### src/rtl/uart_pkg.sv
// Shared UART types and helpers.
// Used by both the receiver and the transmitter.
package uart_pkg;

  typedef enum logic [2:0] {
    WAIT_IDLE,
    IDLE,
    START,
    DATA,
    STOP
  } uart_rx_state_e;

  function automatic int clk_per_bit(
    input int clk_freq,
    input int baud_rate
  );
    return clk_freq / baud_rate;
  endfunction

endpackage

### src/rtl/uart_if.sv
// Serial line plus parallel word handshake.
// The tx end drives sig; the rx end drives data/valid.
interface uart_if #(
  parameter int DATA_WIDTH = 8
);
  logic                  sig;
  logic [DATA_WIDTH-1:0] data;
  logic                  valid;
  logic                  ready;

  modport tx (
    output sig,
    input  data,
    input  valid,
    output ready
  );

  modport rx (
    input  sig,
    output data,
    output valid,
    input  ready
  );
endinterface

### src/rtl/uart_sync.sv
// Two-flop synchronizer for asynchronous inputs.
// Both stages reset high so an idle line reads as idle.
module uart_sync #(
  parameter int WIDTH = 1
) (
  input  logic             clk,
  input  logic             rst,
  input  logic [WIDTH-1:0] d,
  output logic [WIDTH-1:0] q
);

  logic [WIDTH-1:0] meta;

  always_ff @(posedge clk) begin
    if (rst) begin
      meta <= '1;
      q    <= '1;
    end else begin
      meta <= d;
      q    <= meta;
    end
  end

endmodule

### src/rtl/uart_rx.sv
// UART receiver: 1 start, DATA_WIDTH data (LSB first), 1 stop.
// Good words are held on data/valid until accepted via ready.
module uart_rx
  import uart_pkg::*;
#(
  parameter int DATA_WIDTH = 8,
  parameter int CLK_FREQ   = 100_000_000,
  parameter int BAUD_RATE  = 115200
) (
  input  logic clk,
  input  logic rst,
  uart_if.rx   rxif,
  output logic frame_err,
  output logic overrun
);

  localparam int CPB = clk_per_bit(CLK_FREQ, BAUD_RATE);
  localparam int CW  = $clog2(CPB);
  localparam int IW  = (DATA_WIDTH > 1) ? $clog2(DATA_WIDTH) : 1;

  localparam logic [CW-1:0] CNT_MID  = CW'(CPB / 2 - 1);
  localparam logic [CW-1:0] CNT_LAST = CW'(CPB - 1);
  localparam logic [IW-1:0] IDX_LAST = IW'(DATA_WIDTH - 1);

  logic s_sig;

  uart_rx_state_e        state, state_d;
  logic [CW-1:0]         cnt, cnt_d;
  logic [IW-1:0]         idx, idx_d;
  logic [DATA_WIDTH-1:0] shreg, sh_d;
  logic [DATA_WIDTH-1:0] data_q;
  logic                  valid_q;
  logic                  load, ovr, ferr;

  uart_sync #(
    .WIDTH(1)
  ) u_sync (
    .clk(clk),
    .rst(rst),
    .d  (rxif.sig),
    .q  (s_sig)
  );

  always_comb begin
    state_d = state;
    cnt_d   = cnt + CW'(1);
    idx_d   = idx;
    sh_d    = shreg;
    load    = 1'b0;
    ovr     = 1'b0;
    ferr    = 1'b0;
    unique case (state)
      WAIT_IDLE: begin
        cnt_d = '0;
        if (s_sig) state_d = IDLE;
      end
      IDLE: begin
        cnt_d = '0;
        if (!s_sig) state_d = START;
      end
      START: begin
        if (cnt == CNT_MID) begin
          cnt_d   = '0;
          idx_d   = '0;
          state_d = s_sig ? IDLE : DATA;
        end
      end
      DATA: begin
        if (cnt == CNT_LAST) begin
          cnt_d      = '0;
          sh_d[idx]  = s_sig;
          if (idx == IDX_LAST) state_d = STOP;
          else idx_d = idx + IW'(1);
        end
      end
      STOP: begin
        // Leaving mid-stop-bit keeps the next start edge in view.
        if (cnt == CNT_LAST) begin
          cnt_d = '0;
          if (!s_sig) begin
            ferr    = 1'b1;
            state_d = WAIT_IDLE;
          end else begin
            state_d = IDLE;
            if (valid_q && !rxif.ready) ovr  = 1'b1;
            else                        load = 1'b1;
          end
        end
      end
      default: state_d = WAIT_IDLE;
    endcase
  end

  always_ff @(posedge clk) begin
    if (rst) begin
      state <= WAIT_IDLE;
      cnt   <= '0;
      idx   <= '0;
      shreg <= '0;
    end else begin
      state <= state_d;
      cnt   <= cnt_d;
      idx   <= idx_d;
      shreg <= sh_d;
    end
  end

  always_ff @(posedge clk) begin
    if (rst) begin
      data_q    <= '0;
      valid_q   <= 1'b0;
      frame_err <= 1'b0;
      overrun   <= 1'b0;
    end else begin
      frame_err <= ferr;
      overrun   <= ovr;
      if (load) begin
        data_q  <= shreg;
        valid_q <= 1'b1;
      end else if (valid_q && rxif.ready) begin
        valid_q <= 1'b0;
      end
    end
  end

  assign rxif.data  = data_q;
  assign rxif.valid = valid_q;

endmodule

### src/flat_wrapper.sv
// flat-port wrapper written by rule: the top's interface ports become plain ports
module uart_rx_flat import uart_pkg::*;
#(
  parameter int DATA_WIDTH = 8,
  parameter int CLK_FREQ   = 100_000_000,
  parameter int BAUD_RATE  = 115200
)
  (clk, rst, frame_err, overrun, rxif_sig, rxif_data, rxif_valid, rxif_ready);
  uart_if #(.DATA_WIDTH(DATA_WIDTH)) rxif_i ();
  input  logic clk;
  input  logic rst;
  output logic frame_err;
  output logic overrun;
  input wire logic [$bits(rxif_i.sig)-1:0] rxif_sig;
  output wire logic [$bits(rxif_i.data)-1:0] rxif_data;
  output wire logic [$bits(rxif_i.valid)-1:0] rxif_valid;
  input wire logic [$bits(rxif_i.ready)-1:0] rxif_ready;
  assign rxif_i.sig = rxif_sig;
  assign rxif_data = rxif_i.data;
  assign rxif_valid = rxif_i.valid;
  assign rxif_i.ready = rxif_ready;
  uart_rx #(.DATA_WIDTH(DATA_WIDTH), .CLK_FREQ(CLK_FREQ), .BAUD_RATE(BAUD_RATE)) u_core (.clk(clk), .rst(rst), .rxif(rxif_i), .frame_err(frame_err), .overrun(overrun));
endmodule
### config.mk
export PLATFORM = sky130hd
export DESIGN_NAME = uart_rx_flat
export DESIGN_NICKNAME = d
export VERILOG_FILES = /design/src/rtl/uart_pkg.sv /design/src/rtl/uart_if.sv /design/src/rtl/uart_sync.sv /design/src/rtl/uart_rx.sv /design/src/flat_wrapper.sv
export SDC_FILE = /design/constraint.sdc
export NUM_CORES = 1
export LEC_CHECK = 0
export ABC_AREA = 1
export CAP_MARGIN = 20
export CORE_MARGIN = 2
export CORE_UTILIZATION = 30
export DETAILED_ROUTE_END_ITERATION = 8
export PLACE_DENSITY = 0.51
export SYNTH_ARGS = -nofsm -noshare
export SYNTH_HDL_FRONTEND = slang
export SYNTH_SLANG_ARGS = --single-unit
### constraint.sdc
create_clock -name clk -period 2.8 [get_ports clk]
set_input_delay 0.28 -clock clk [delete_from_list [all_inputs] [get_ports clk]]
set_output_delay 0.28 -clock clk [all_outputs]
set_load 0.03 [all_outputs]
==> images/met1.png <==
Bar = 20 um.
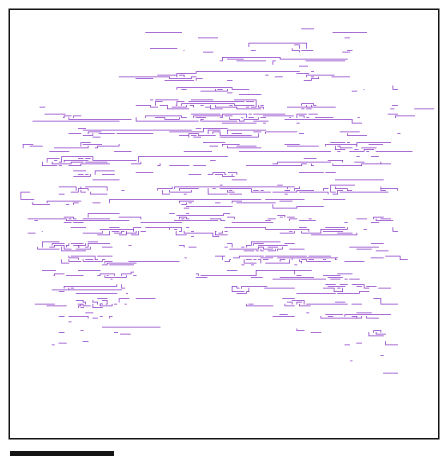
wire length on this layer: 1830 um
nets with wire on the layer: 250
longest straight run: 29.0 um
share of all routed wire: 49%
main direction: horizontal

==> images/met2.png <==
Bar = 20 um.
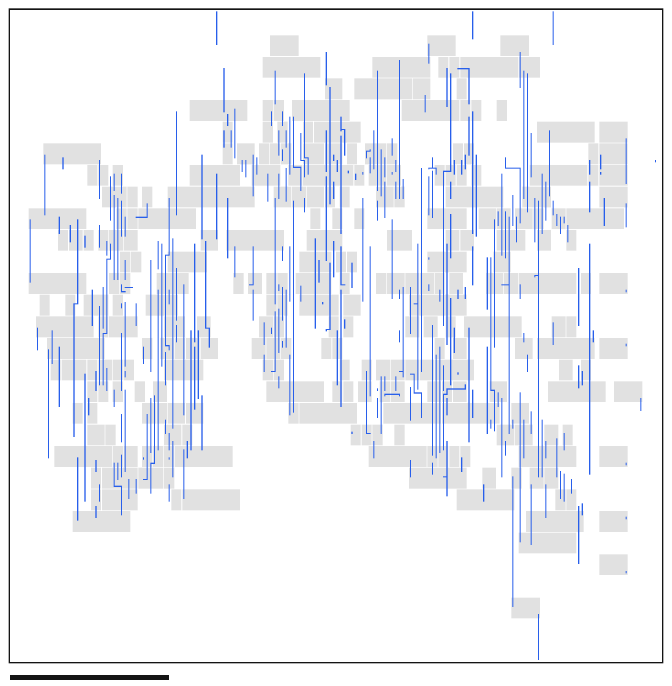
share of all routed wire: 46%
wire length on this layer: 1700 um
longest straight run: 34.7 um
WL final: 3.73 mm
via count: 1556
met2 usage: 0.217

==> images/met3.png <==
Bar = 20 um.
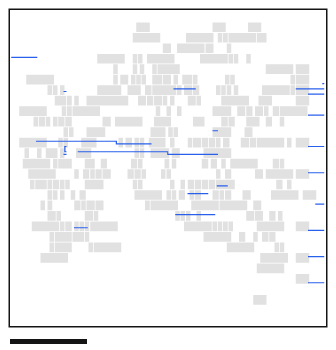
nets with wire on the layer: 18
wire length on this layer: 140 um
share of all routed wire: 3.8%
met3 global-route usage: 0.0330

==> run summary <==
Status = finished clean
Psw = 0.000382 W
Total global routing overflow = 0
Post-synth regs = 37
Setup Fix Bufs, Post-CTS = 0
Worst r2r dst = u_core.rxif.data[1]$_SDFFE_PP0P_
Antenna cells = 0
Multiplexer share of the synthesized area = 0
Top cells, area = dfxtp_1, nand2_1, nor2_1, inv_1, nand3_1
Filler instances = 615
WP depth = 5
Rows = 28
Most frequent cell after synthesis = nand2_1
Worst Path Buf+Inv = 1
Simple-Gate Fraction of Synth Area = 0.390
Total CTS buffers = 5
RSZ-0062 raised after global routing = no
Routed len/inst = 10.9 um
Placed cell area = 0.00203 mm2
Yosys cell count = 250
Die X = 82.0 um
Initial drt markers = 82
Starting density of the core = 0.310
First-pass GRT wire length = 6.67 mm
Yosys stat chip area = 0.00183 mm2
Most numerous logic cells after layout = nand2_1, nor2_1, dfxtp_1
Hold Vio Cnt, Final = 0
Combinational power = 0.000222 W
Logic pwr share = 0.172
Top cells by count = nand2_1, nor2_1, dfxtp_1
Achievable Freq = 0.630 GHz
Clock sink count = 37
Nets = 274
Sequential share of power = 0.451
Worst setup margin = 1210 ps
final cells by class:
cell class | instances | area [um2] | area share
multi-input combinational | 176 | 927 | 0.431
clock buffer | 6 | 82.6 | 0.0384
timing repair buffer | 15 | 148 | 0.0686
sequential | 37 | 741 | 0.344
tap | 75 | 93.8 | 0.0436
inverter | 31 | 121 | 0.0564
clock inverter | 2 | 37.5 | 0.0175
layer usage:
layer	share of wire	vias up	wire (um)
met5	0	-	0
met3	0.038	7	140
met1	0.49	683	1830
li1	-	837	-
met2	0.46	29	1700
met4	0.014	0	52
sequential cells by signal, indices dropped and copies added, names as in the netlist:
register,flops
u_core.shreg,8
u_core.state,3
u_core.u_sync.meta,1
u_core.cnt,10
u_core.idx,3
u_core.frame_err,1
u_core.u_sync.q,1
u_core.rxif.data,8
u_core.rxif.valid,1
u_core.overrun,1
Power figures rest on the tool's default switching activity, not on a simulated workload.
